<file path="config.mk">
export PLATFORM = sky130hd
export DESIGN_NAME = data_cal_seq_flat
export DESIGN_NICKNAME = d
export VERILOG_FILES = /design/src/rtl/data_cal_seq_if.sv /design/src/rtl/data_cal_seq.sv /design/src/flat_wrapper.sv
export SDC_FILE = /design/constraint.sdc
export NUM_CORES = 1
export LEC_CHECK = 0
export ABC_CLOCK_PERIOD_IN_PS = 1660
export CAP_MARGIN = 0
export CELL_PAD_IN_SITES_DETAIL_PLACEMENT = 0
export CELL_PAD_IN_SITES_GLOBAL_PLACEMENT = 2
export CORE_MARGIN = 8
export CORE_UTILIZATION = 33
export CTS_CLUSTER_SIZE = 8
export DETAILED_ROUTE_END_ITERATION = 10
export PLACE_DENSITY_LB_ADDON = 0.12
export SYNTH_ARGS = -nofsm -noshare
export SYNTH_HDL_FRONTEND = slang
export SYNTH_SLANG_ARGS = --single-unit
export TNS_END_PERCENT = 30
</file>
<file path="constraint.sdc">
create_clock -name clk -period 1.66 [get_ports clk]
set_input_delay 0.249 -clock clk [delete_from_list [all_inputs] [get_ports clk]]
set_output_delay 0.249 -clock clk [all_outputs]
set_load 0.02 [all_outputs]
</file>
<file path="src/rtl/data_cal_seq_if.sv">
`default_nettype none
// ============================================================================
// Module   : data_cal_seq_if
// Purpose  : Upstream word handshake plus nibble-sum calculator command bus.
// Revision : 1.0 - initial release
// ============================================================================
interface data_cal_seq_if;
    logic        in_valid;
    logic [15:0] in_data;
    logic        in_ready;
    logic [15:0] d;
    logic [1:0]  sel;
    logic        busy;
    logic        done;

    // master = word producer / observer, slave = the sequencer itself
    modport master (
        output in_valid, in_data,
        input  in_ready, d, sel, busy, done
    );
    modport slave (
        input  in_valid, in_data,
        output in_ready, d, sel, busy, done
    );
endinterface
`default_nettype wire

</file>
<file path="src/rtl/data_cal_seq.sv">
`default_nettype none
// ============================================================================
// Module   : data_cal_seq
// Purpose  : Buffers 16-bit words and drives a nibble-sum calculator through
//            LOAD/SUM1/SUM2/SUM3. DATA_CAL_SEQ_FIFO_EN selects a 4-entry FIFO,
//            otherwise a single holding register.
// Revision : 1.0 - initial release
// ============================================================================
module data_cal_seq (
    input  logic          clk,
    input  logic          rst,
    data_cal_seq_if.slave bus
);

`ifdef DATA_CAL_SEQ_FIFO_EN
    localparam int c_depth = 4;
`else
    localparam int c_depth = 1;
`endif
    localparam int c_cw = $clog2(c_depth + 1);

    typedef enum logic [2:0] {
        S_IDLE = 3'd0,
        S_LOAD = 3'd1,
        S_SUM1 = 3'd2,
        S_SUM2 = 3'd3,
        S_SUM3 = 3'd4
    } state_t;

    state_t          r_state;
    state_t          w_state_nxt;
    logic [c_cw-1:0] r_count;
    logic [c_cw-1:0] w_count_nxt;
    logic            r_ready;
    logic [15:0]     r_d;
    logic [15:0]     w_d_nxt;
    logic [1:0]      r_sel;
    logic [1:0]      w_sel_nxt;
    logic            r_busy;
    logic            r_done;
    logic            w_push;
    logic            w_pop;
    logic            w_empty;
    logic [15:0]     w_head;

    assign w_empty = (r_count == '0);
    assign w_push  = bus.in_valid && r_ready;
    assign w_pop   = (r_state == S_LOAD) && !w_empty;

    always_comb begin
        w_count_nxt = r_count;
        if (w_push && !w_pop) begin
            w_count_nxt = r_count + 1'b1;
        end else if (!w_push && w_pop) begin
            w_count_nxt = r_count - 1'b1;
        end
    end

`ifdef DATA_CAL_SEQ_FIFO_EN
    logic [15:0] r_mem [c_depth];
    logic [1:0]  r_wr_ptr;
    logic [1:0]  r_rd_ptr;

    // 2-bit pointers wrap modulo the 4-entry depth on their own
    always_ff @(posedge clk or negedge rst) begin
        if (!rst) begin
            r_wr_ptr <= 2'd0;
            r_rd_ptr <= 2'd0;
        end else begin
            if (w_push) r_wr_ptr <= r_wr_ptr + 2'd1;
            if (w_pop)  r_rd_ptr <= r_rd_ptr + 2'd1;
        end
    end

    always_ff @(posedge clk) begin
        if (w_push) r_mem[r_wr_ptr] <= bus.in_data;
    end

    assign w_head = r_mem[r_rd_ptr];
`else
    logic [15:0] r_hold;

    always_ff @(posedge clk or negedge rst) begin
        if (!rst) begin
            r_hold <= 16'h0000;
        end else if (w_push) begin
            r_hold <= bus.in_data;
        end
    end

    assign w_head = r_hold;
`endif

    always_comb begin
        w_state_nxt = r_state;
        unique case (r_state)
            S_IDLE:  if (!w_empty) w_state_nxt = S_LOAD;
            S_LOAD:  w_state_nxt = S_SUM1;
            S_SUM1:  w_state_nxt = S_SUM2;
            S_SUM2:  w_state_nxt = S_SUM3;
            S_SUM3:  w_state_nxt = w_empty ? S_IDLE : S_LOAD;
            default: w_state_nxt = S_IDLE;
        endcase
    end

    // Outputs are computed from the next state so they are registered yet
    // aligned with the state they belong to.
    always_comb begin
        w_d_nxt   = r_d;
        w_sel_nxt = 2'd0;
        unique case (w_state_nxt)
            S_LOAD:  w_d_nxt   = w_head;
            S_SUM1:  w_sel_nxt = 2'd1;
            S_SUM2:  w_sel_nxt = 2'd2;
            S_SUM3:  w_sel_nxt = 2'd3;
            default: w_sel_nxt = 2'd0;
        endcase
    end

    always_ff @(posedge clk or negedge rst) begin
        if (!rst) begin
            r_state <= S_IDLE;
            r_count <= '0;
            r_ready <= 1'b0;
            r_d     <= 16'h0000;
            r_sel   <= 2'd0;
            r_busy  <= 1'b0;
            r_done  <= 1'b0;
        end else begin
            r_state <= w_state_nxt;
            r_count <= w_count_nxt;
            r_ready <= (w_count_nxt != c_cw'(c_depth));
            r_d     <= w_d_nxt;
            r_sel   <= w_sel_nxt;
            r_busy  <= (w_state_nxt != S_IDLE);
            r_done  <= (w_state_nxt == S_SUM3);
        end
    end

    assign bus.in_ready = r_ready;
    assign bus.d        = r_d;
    assign bus.sel      = r_sel;
    assign bus.busy     = r_busy;
    assign bus.done     = r_done;

endmodule
`default_nettype wire
</file>
<file path="src/flat_wrapper.sv">
// flat-port wrapper written by rule: the top's interface ports become plain ports
module data_cal_seq_flat 
  (clk, rst, bus_in_valid, bus_in_data, bus_in_ready, bus_d, bus_sel, bus_busy, bus_done);
  data_cal_seq_if bus_i ();
  input  logic clk;
  input  logic rst;
  input wire logic [$bits(bus_i.in_valid)-1:0] bus_in_valid;
  input wire logic [$bits(bus_i.in_data)-1:0] bus_in_data;
  output wire logic [$bits(bus_i.in_ready)-1:0] bus_in_ready;
  output wire logic [$bits(bus_i.d)-1:0] bus_d;
  output wire logic [$bits(bus_i.sel)-1:0] bus_sel;
  output wire logic [$bits(bus_i.busy)-1:0] bus_busy;
  output wire logic [$bits(bus_i.done)-1:0] bus_done;
  assign bus_i.in_valid = bus_in_valid;
  assign bus_i.in_data = bus_in_data;
  assign bus_in_ready = bus_i.in_ready;
  assign bus_d = bus_i.d;
  assign bus_sel = bus_i.sel;
  assign bus_busy = bus_i.busy;
  assign bus_done = bus_i.done;
  data_cal_seq u_core (.clk(clk), .rst(rst), .bus(bus_i));
endmodule
</file>
==> run_1/closeup.png <==
Window x 27 to 57, y 10 to 40 um. Cells in gray, sequential cells in the stronger gray; small squares are vias.
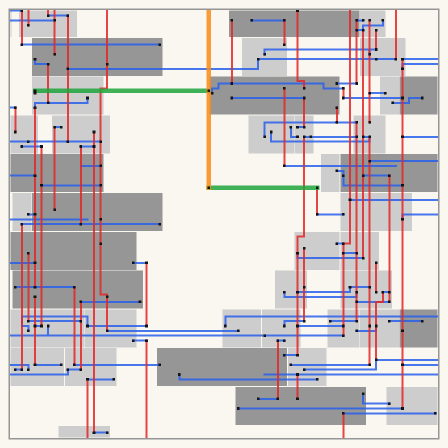
[green] M3
[orange] M4
[red] M2
[blue] M1
most frequent: dfrtp_1 (10), clkdlybuf4s50_1 (3)
cells with their middle in the window: 37
netlist names of flops here include: `u_core.bus.d` (3), `u_core.r_state` (3), `u_core.r_hold` (2)
sequential cells in the window: 10

==> run_1/congestion_map.png <==
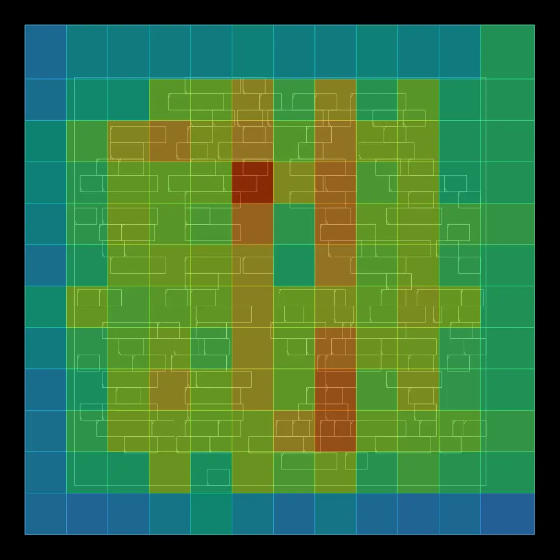
grt met1 use: 9.87%
Core Util, Final: 45.2%
global-route total usage across every layer: 8.83%
GRT met2 Usage: 12.8%
met3 GRT Util: 5.50%

==> flow_metrics.py, run 1 <==
# Generated from Yosys and OpenROAD reports
metrics = {
    "status": {
        "status": "finished clean",
    },
    "layout": {
        "fillers": 416,
        "antenna_cells": 0,
        "clkbuf_count": 8,
        "inverters": 1,
        "finalInstanceArea_sq_um": 2110,
        "clockNetworkAreaShare_pct": 3.80,
        "flop_area_sq_um": 1030,
        "largestClassByArea": "registers",
        "comb_cells": 47,
        "drive_gt1_share_pct": 32.9,
        "nonClkBufAreaFrac_pct": 20.4,
        "seq_area_share_pct": 48.7,
        "layout_top_cells": "dfrtp_1 (41), clkdlybuf4s50_1 (38), mux2_2 (23), mux2_4 (9), clkbuf_8 (5)",
        "buffers_excl_clock": 43,
        "nets": 158,
    },
    "global_route": {
        "overflow": 0,
        "first_global_vias": 999,
    },
    "clocking": {
        "numClockSinks": 41,
        "h-tree-depth": 2,
        "post_cts_buffers": 0,
        "clk_path_buf_depth": 2,
        "cts-hold-fix-buffers": 1,
        "numCtsBuffers": 5,
        "post_cts_resize_count": 0,
    },
    "yosys": {
        "ys_sh_simple_pct": 3.67,
        "yosysWarningCount": 0,
        "ys_seq_share_pct": 65.5,
        "synth-adder-area-share_pct": 0,
        "ys_area_sq_um": 1570,
        "compound_area_share_pct": 1.44,
        "syn_area_per_cell_sq_um": 17.0,
        "ys_cells": 92,
    },
    "route": {
        "via_per_inst": 4.40,
        "met2_wirelength_mm": 1.31,
        "vias": 854,
        "final_antenna_net_count": 0,
        "wire_per_inst_um": 15.0,
        "drt-pass1-iter-count": 2,
    },
    "final_timing": {
        "setup_violations": 0,
        "skew_ns": 0.00365,
        "max_freq_mhz": 661,
        "hold_slack_ns": 0.476,
        "drv_slew": 0,
        "maxSlewHeadroom_pct": 76.8,
        "worst_slack_ns": 0.147,
        "finalClockPeriodUsage_pct": 91.1,
    },
    "floorplan": {
        "io_pins": 40,
        "die_h_um": 84.9,
        "fp_util_pct": 33.6,
    },
    "worst_hold_path": {
        "hold_start": "u_core.r_state[2]$_DFF_PN0_",
        "hold_path_depth": 1,
        "hold_path_end": "u_core.r_state[1]$_DFF_PN0_",
    },
    "worst_setup_path": {
        "crit_path_start": "u_core.bus.d[15]$_DFFE_PN0N_",
        "crit_buf_inv": 1,
        "crit_cells": 1,
        "cp-start-kind": "flip-flop",
        "cp_data_required_time_ns": 1.41,
        "reg2reg_slack_ns": 0.22,
        "cpLargestDelayFamily": "buffers and inverters",
        "r2r_start": "u_core.r_state[1]$_DFF_PN0_",
        "critPathCapture": "bus_d[15]",
        "r2r-end": "u_core.bus.d[14]$_DFFE_PN0N_",
        "critical_path.cell_chain": "clkdlybuf4s50_1",
        "path_max_fanout": 2,
        "reg2reg_depth": 3,
    },
    "placement": {
        "detailed_place_hpwl_mm": 2.03,
        "numPortBuffers": 39,
        "gp_congestion": 0.700,
        "dpl_cell_area_sq_um": 2020,
        "place_inst": 185,
    },
    "power_and_ir_drop": {
        "pg_seq_w": 0.00178,
        "p_comb_w": 0.00193,
        "pwr-share-seq_pct": 41.2,
        "p_leak_nw": 0.908,
        "netSwitchingPower_w": 0.00136,
        "clk-power_w": 0.000599,
        "p_comb_share_pct": 44.9,
        "power.share.switching_pct": 31.6,
        "power_leader": "combinational cells",
        "p_total_w": 0.00431,
    },
    "flow_run": {
        "tool_warnings": 26,
    },
}
==> run_1/gates.png <==
Scale: 6 px per um.
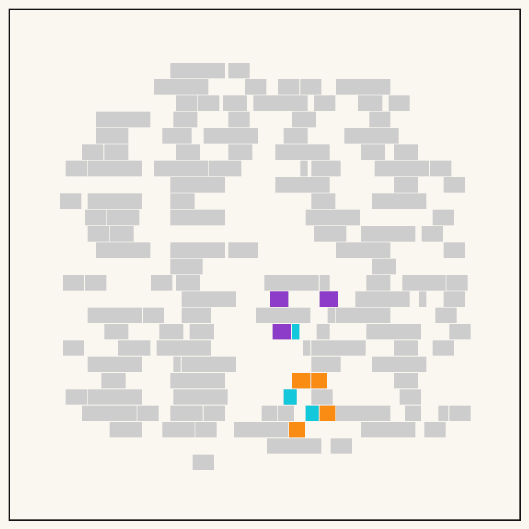
[orange] and/or cells | cells: 4 | most used: and2_2 | where: bottom center
[cyan] nor cells | cells: 3
[purple] xor and xnor cells | cells: 3 | most used: xnor2_1
Top cell excl fill/tap: dfrtp_1
Post-Layout Cell Count: 194
combinational share of cell area: 23.7%

==> run 1: synth_stat cells (all sizes together) <==
master	count	share of area, %
nand2b	1	0.40
mux2	32	25
o21ai	1	0.32
inv	1	0.24
buf	3	2.3
and2b	1	0.48
nor2b	1	0.40
dfrtp	41	65
o21ba	1	0.64
o21bai	1	0.48
nor2	2	0.64
nand2	1	0.24
xor2	1	0.56
and2	3	1.5
xnor2	2	1.1
==> run 1: layer usage <==
layer	global-route usage (%)	up-vias
met3	5.50	7
li1	-	404
met5	0	-
met2	12.8	30
met4	4.37	0
met1	9.87	413
==> run 1: worst register-to-register path, stage by stage (launching register included) <==
cell and delay, ns:
dfrtp_1 0.44, nor2_2 0.15, and2_4 0.35, mux2_2 0.39
==> inputs of run 2 (changes only) <==
GPL_ROUTABILITY_DRIVEN = 0   (was unset)
SLEW_MARGIN = 10   (was unset)
==> run_2/gates.png <==
Scale: 6 px per um.
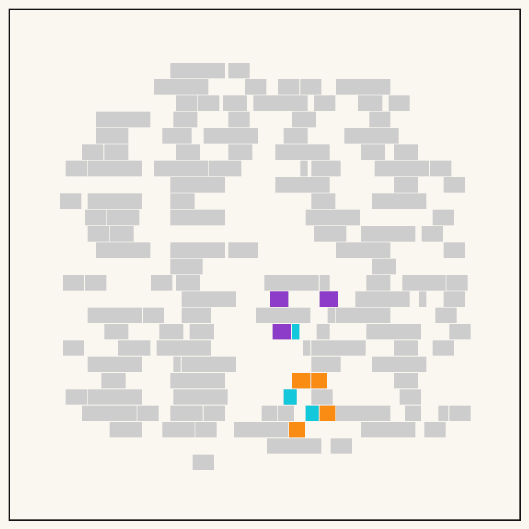
[orange] and/or cells | cells: 4 | most used: and2_2 | where: bottom center
[cyan] nor cells | cells: 3
[purple] xor and xnor cells | cells: 3 | most used: xnor2_1

==> run_2/route_heat.png <==
Scale: 4 px per um. 17 x 17 tiles, from white (low) to dark blue (high), scaled to the fullest tile. Values are wire area over tile area, all layers added.
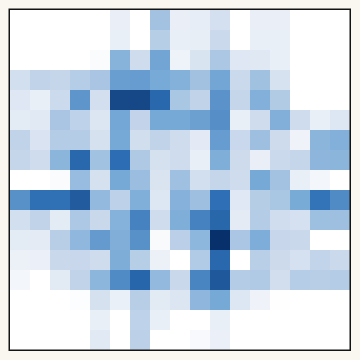
mean over tiles: 0.067
fullest tile: 0.28
nearly empty tiles: 26%
Avg WL per Cell: 15.0 um
via count: 854
final wirelength: 2.90 mm

==> run 2 against run 1 <==
Net effect: clock power hardly changed; clock skew is the same; register-to-register slack barely moved; sequential power is essentially flat; global-route usage did not move; synthesized cell count unchanged; routed wire length did not move; final cell count did not move; fmax unchanged; die size stayed put; utilization did not move.
==> flow_metrics.py, run 2 <==
# Generated from Yosys and OpenROAD reports
metrics = {
    "flow_run": {
        "tool_warnings": 26,
    },
    "worst_hold_path": {
        "hold_path_end": "u_core.r_state[1]$_DFF_PN0_",
        "hold_path_depth": 1,
        "hold_start": "u_core.r_state[2]$_DFF_PN0_",
    },
    "yosys": {
        "yosysWarningCount": 0,
        "async_flop_share_pct": 100,
        "synth-edff-count": 0,
        "netlist.area_leader.share_pct": 65.5,
        "common_cells": "dfrtp_1 (41), mux2_2 (23), mux2_4 (9)",
        "yosysMostFrequentCell": "dfrtp_1",
        "synthCells": 92,
        "ys_seq_share_pct": 65.5,
        "largest_area_cell": "dfrtp_1",
        "ys.flop_type": "dfrtp_1",
        "area_leaders": "dfrtp_1 (65%), mux2_2 (17%), mux2_4 (8.6%)",
        "ys_area_sq_um": 1570,
        "syn_area_per_cell_sq_um": 17.0,
    },
    "worst_setup_path": {
        "reg2reg_depth": 3,
        "crit_cells": 1,
        "path_max_fanout": 2,
        "cpLargestDelayFamily": "buffers and inverters",
        "reg2reg_slack_ns": 0.22,
        "crit_buf_inv": 1,
        "r2r_start": "u_core.r_state[1]$_DFF_PN0_",
        "critical_path.cell_chain": "clkdlybuf4s50_1",
        "r2r-end": "u_core.bus.d[14]$_DFFE_PN0N_",
        "cp_data_required_time_ns": 1.41,
        "cp-start-kind": "flip-flop",
        "critPathCapture": "bus_d[15]",
    },
    "final_timing": {
        "setup_violations": 0,
        "drv_slew": 0,
        "hold_slack_ns": 0.476,
        "finalClockPeriodUsage_pct": 91.1,
        "maxSlewHeadroom_pct": 76.8,
        "skew_ns": 0.00365,
        "rsz0062_at_grt": "no",
    },
    "power_and_ir_drop": {
        "power.share.switching_pct": 31.6,
        "p_leak_nw": 0.908,
        "power_leader": "combinational cells",
        "p_total_w": 0.00431,
        "pg_seq_w": 0.00178,
        "netSwitchingPower_w": 0.00136,
        "p_comb_share_pct": 44.9,
    },
    "floorplan": {
        "fp_util_pct": 33.6,
        "io_pins": 40,
    },
    "layout": {
        "layout_top_cell": "dfrtp_1",
        "antenna_cells": 0,
        "fillers": 416,
        "layout.cells.non_filler": 194,
        "nets": 158,
        "finalInstanceArea_sq_um": 2110,
        "flop_area_sq_um": 1030,
        "layout_top_cells": "dfrtp_1 (41), clkdlybuf4s50_1 (38), mux2_2 (23), mux2_4 (9), clkbuf_8 (5)",
    },
    "clocking": {
        "post_cts_resize_count": 0,
        "clk_path_buf_depth": 2,
        "h-tree-depth": 2,
        "post_cts_buffers": 0,
        "cts-hold-fix-buffers": 1,
        "numCtsBuffers": 5,
        "numClockSinks": 41,
    },
    "route": {
        "final_antenna_net_count": 0,
        "drt-pass1-iter-count": 2,
        "met2_wirelength_mm": 1.31,
    },
    "status": {
        "status": "finished clean",
    },
    "global_route": {
        "use_met2_pct": 12.8,
        "gr-usage-met3_pct": 5.50,
        "overflow": 0,
        "grt_use_met1_pct": 9.87,
        "busiest_layer": "met2",
    },
    "placement": {
        "numPortBuffers": 39,
        "dpl_cell_area_sq_um": 2020,
        "detailed_place_hpwl_mm": 2.03,
        "place_inst": 185,
    },
}
## run 2: cell counts after synthesis
No cell type changed its count.
## run 2: area by class of cell
class	count	share of cell area, %
multi-input combinational	47	23.7
clock buffer	8	3.80
inverter	1	0.178
tap	54	3.20
sequential	41	48.7
timing repair buffer	43	20.4
## run 2: stage by stage
step / setup slack, ns / utilization [%]
final: 0.147 / 45.2
after global routing: 0.0708 / 45.2
after CTS: 0.118 / 45.2
after detailed placement: 0.219 / 43.3
after global placement: 0.248 / 43.3
after floorplan: 0.241 / -
## run 2: logic make-up after synthesis
logic type / Yosys count / synth area share, %
AND/OR/NAND/NOR: 9 / 3.67
flip-flops: 41 / 65.5
multiplexers: 32 / 25.2
AND-OR/OR-AND: 3 / 1.44
buffers and inverters: 4 / 2.56
XOR/XNOR: 3 / 1.68
==> run_2/congestion_map.png <==
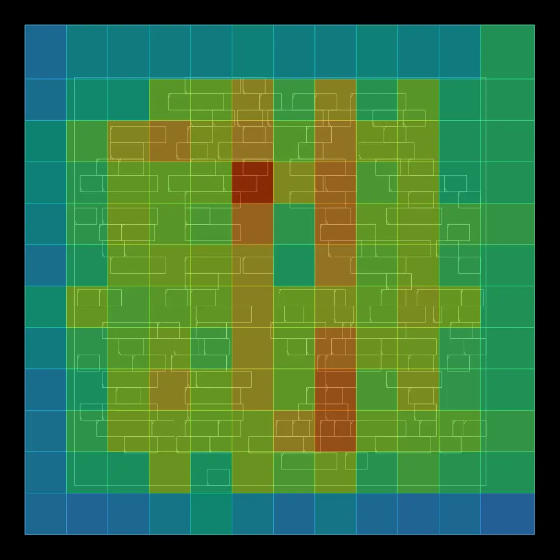

==> inputs of run 3 (changes only) <==
--- a/config.mk
+++ b/config.mk
@@ -12,8 +12,8 @@
 export CORE_MARGIN = 8
 export CORE_UTILIZATION = 33
-export CTS_CLUSTER_SIZE = 8
 export DETAILED_ROUTE_END_ITERATION = 10
 export GPL_ROUTABILITY_DRIVEN = 0
 export PLACE_DENSITY_LB_ADDON = 0.12
+export SKIP_CTS_REPAIR_TIMING = 1
 export SLEW_MARGIN = 10
 export SYNTH_ARGS = -nofsm -noshare
==> constraint.sdc (replaced) <==
create_clock -name clk -period 1.66 [get_ports clk]
set_input_delay 0.249 -clock clk [delete_from_list [all_inputs] [get_ports clk]]
set_output_delay 0.249 -clock clk [all_outputs]
set_load 0.05 [all_outputs]
==> run_3/congestion_map.png <==
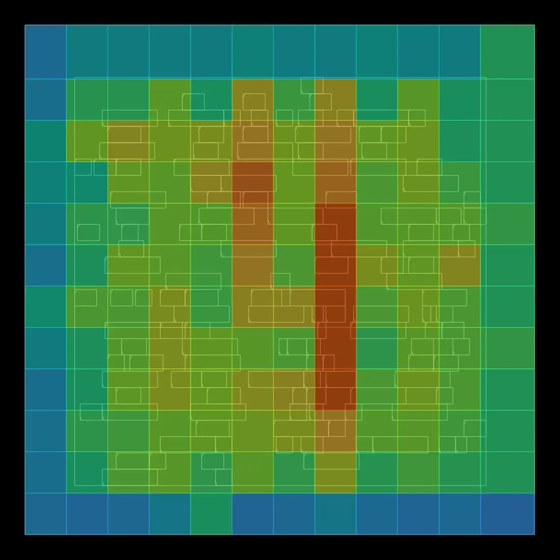
global-route total usage across every layer: 9.15%
grt met1 use: 9.64%
gr busiest metal: met2
Core Util, Final: 44.0%

==> run 3 against run 2 <==
Net effect: via count fell by 0.47%; fmax rose by 7.5%; die size did not move; setup slack improved by 0.11 ns; utilization fell by 1.3 points; highest routed layer unchanged; global-route usage rose by 0.33 points; sequential power barely moved; critical endpoint is now u_core.bus.d[0]$_DFFE_PN0N_; sequential share of layout area rose by 1.4 points.
==> flow_metrics.py, run 3 <==
# Generated from Yosys and OpenROAD reports
metrics = {
    "status": {
        "status": "finished clean",
    },
    "clocking": {
        "clk_path_buf_depth": 2,
        "numClockSinks": 41,
        "h-tree-depth": 2,
        "root_buffer": "clkbuf_8",
    },
    "worst_setup_path": {
        "critPathCapture": "u_core.bus.d[0]$_DFFE_PN0N_",
        "cp-start-kind": "flip-flop",
        "r2r_start": "u_core.r_state[0]$_DFF_PN0_",
        "path_max_fanout": 17,
        "critical_path.cell_chain": "nor2_2 -> and2_4 -> mux2_2",
        "cpLargestDelayFamily": "simple AND/OR/NAND/NOR gates",
        "r2r-end": "u_core.bus.d[0]$_DFFE_PN0N_",
        "reg2reg_slack_ns": 0.25,
        "crit_buf_inv": 0,
        "crit_cells": 3,
        "arrival_ns": 1.58,
    },
    "layout": {
        "nonClkBufAreaFrac_pct": 18.4,
        "layout.cells.non_filler": 192,
        "clkbuf_count": 5,
        "antenna_cells": 0,
        "fillers": 432,
        "clockNetworkAreaShare_pct": 3.60,
        "nets": 158,
        "buffers_excl_clock": 43,
        "comb_cells": 47,
        "design.seq.count": 41,
        "flop_area_sq_um": 1030,
        "layout_top_cell": "dfrtp_1",
        "finalInstanceArea_sq_um": 2050,
        "comb_area_share_pct": 24.4,
        "layout_top_cells": "dfrtp_1 (41), mux2_2 (23), buf_4 (23), clkdlybuf4s50_1 (17), mux2_4 (9)",
        "seq_area_share_pct": 50.1,
        "inverters": 1,
    },
    "yosys": {
        "async_flop_share_pct": 100,
        "yosysMostFrequentCell": "dfrtp_1",
        "synthCells": 92,
        "area_leaders": "dfrtp_1 (65%), mux2_2 (17%), mux2_4 (8.6%)",
        "synth-adder-area-share_pct": 0,
        "ys.flop_type": "dfrtp_1",
        "common_cells": "dfrtp_1 (41), mux2_2 (23), mux2_4 (9)",
        "ys_top_logic_family": "multiplexers",
        "xor_share_pct": 1.68,
        "compound_area_share_pct": 1.44,
        "netlist.area_leader.share_pct": 65.5,
        "ys_seq_share_pct": 65.5,
        "syn_area_per_cell_sq_um": 17.0,
        "yosysWarningCount": 0,
        "largest_area_cell": "dfrtp_1",
        "synthDistinctLibCells": 20,
    },
    "power_and_ir_drop": {
        "p_total_w": 0.00480,
        "power.share.switching_pct": 41.0,
        "netSwitchingPower_w": 0.00197,
        "intPower_w": 0.00283,
        "p_comb_share_pct": 50.7,
        "p_leak_nw": 0.930,
    },
    "worst_hold_path": {
        "hold_start": "u_core.r_state[2]$_DFF_PN0_",
        "hold_path_depth": 1,
        "hold_path_end": "u_core.r_state[1]$_DFF_PN0_",
    },
    "placement": {
        "place_inst": 185,
        "pre_cts_ws_ns": 0.236,
        "detailed_place_hpwl_mm": 2.05,
        "dpl_cell_area_sq_um": 1970,
        "numPortBuffers": 39,
    },
    "final_timing": {
        "skew_ns": 0.00524,
        "finalClockPeriodUsage_pct": 84.8,
        "setup_violations": 0,
        "maxSlewHeadroom_pct": 75.2,
        "worst_slack_ns": 0.253,
        "hold_slack_ns": 0.475,
        "rsz0062_at_grt": "no",
        "drv_slew": 0,
    },
    "floorplan": {
        "io_pins": 40,
        "taps": 54,
    },
    "route": {
        "wire_per_inst_um": 15.4,
        "drt_wl_total_mm": 2.96,
        "final_antenna_net_count": 0,
        "vias": 850,
    },
    "global_route": {
        "overflow": 0,
        "first_global_vias": 1006,
    },
    "flow_run": {
        "tool_warnings": 26,
    },
}
==> run_3/clock_wires.png <==
Scale: 4 px per um.
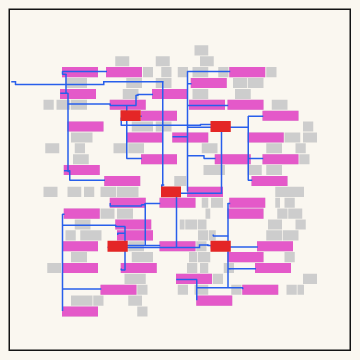
[magenta] flip-flops | count: 41
[red] clock-net drivers | count: 5
[blue] clock wires | length: 522 um
routed clock nets: 6
Worst-Skew Late Latency: 0.29 ns
Clock Power Share: 12.1%

==> run 3: netlist changes by cell type in the layout (fill, tap and decap cells not counted), sizes merged <==
cell,before,now
clkbuf,8,5
clkinv,0,1
buf,4,25
clkdlybuf4s50,38,17
==> run 3: power by group through the flow <==
stage	Combinational (W)	Clock (W)	Sequential, W
after floorplan	0.000961	0	0.00265
after global placement	0.00244	0	0.00179
after detailed placement	0.00246	0	0.00181
after CTS	0.00247	0.000619	0.00179
after global routing	0.00258	0.000671	0.00186
final	0.00243	0.000582	0.00178
==> run 3: metal layers <==
metal	share of wire, %	vias to the layer above	GRT usage (%)
met5	0	-	0
met4	1.4	0	4.37
met3	11	4	5.98
met2	45	32	13.9
met1	42	412	9.64
li1	-	402	-
No activity file was given, so power comes from the tool's default toggle rates.
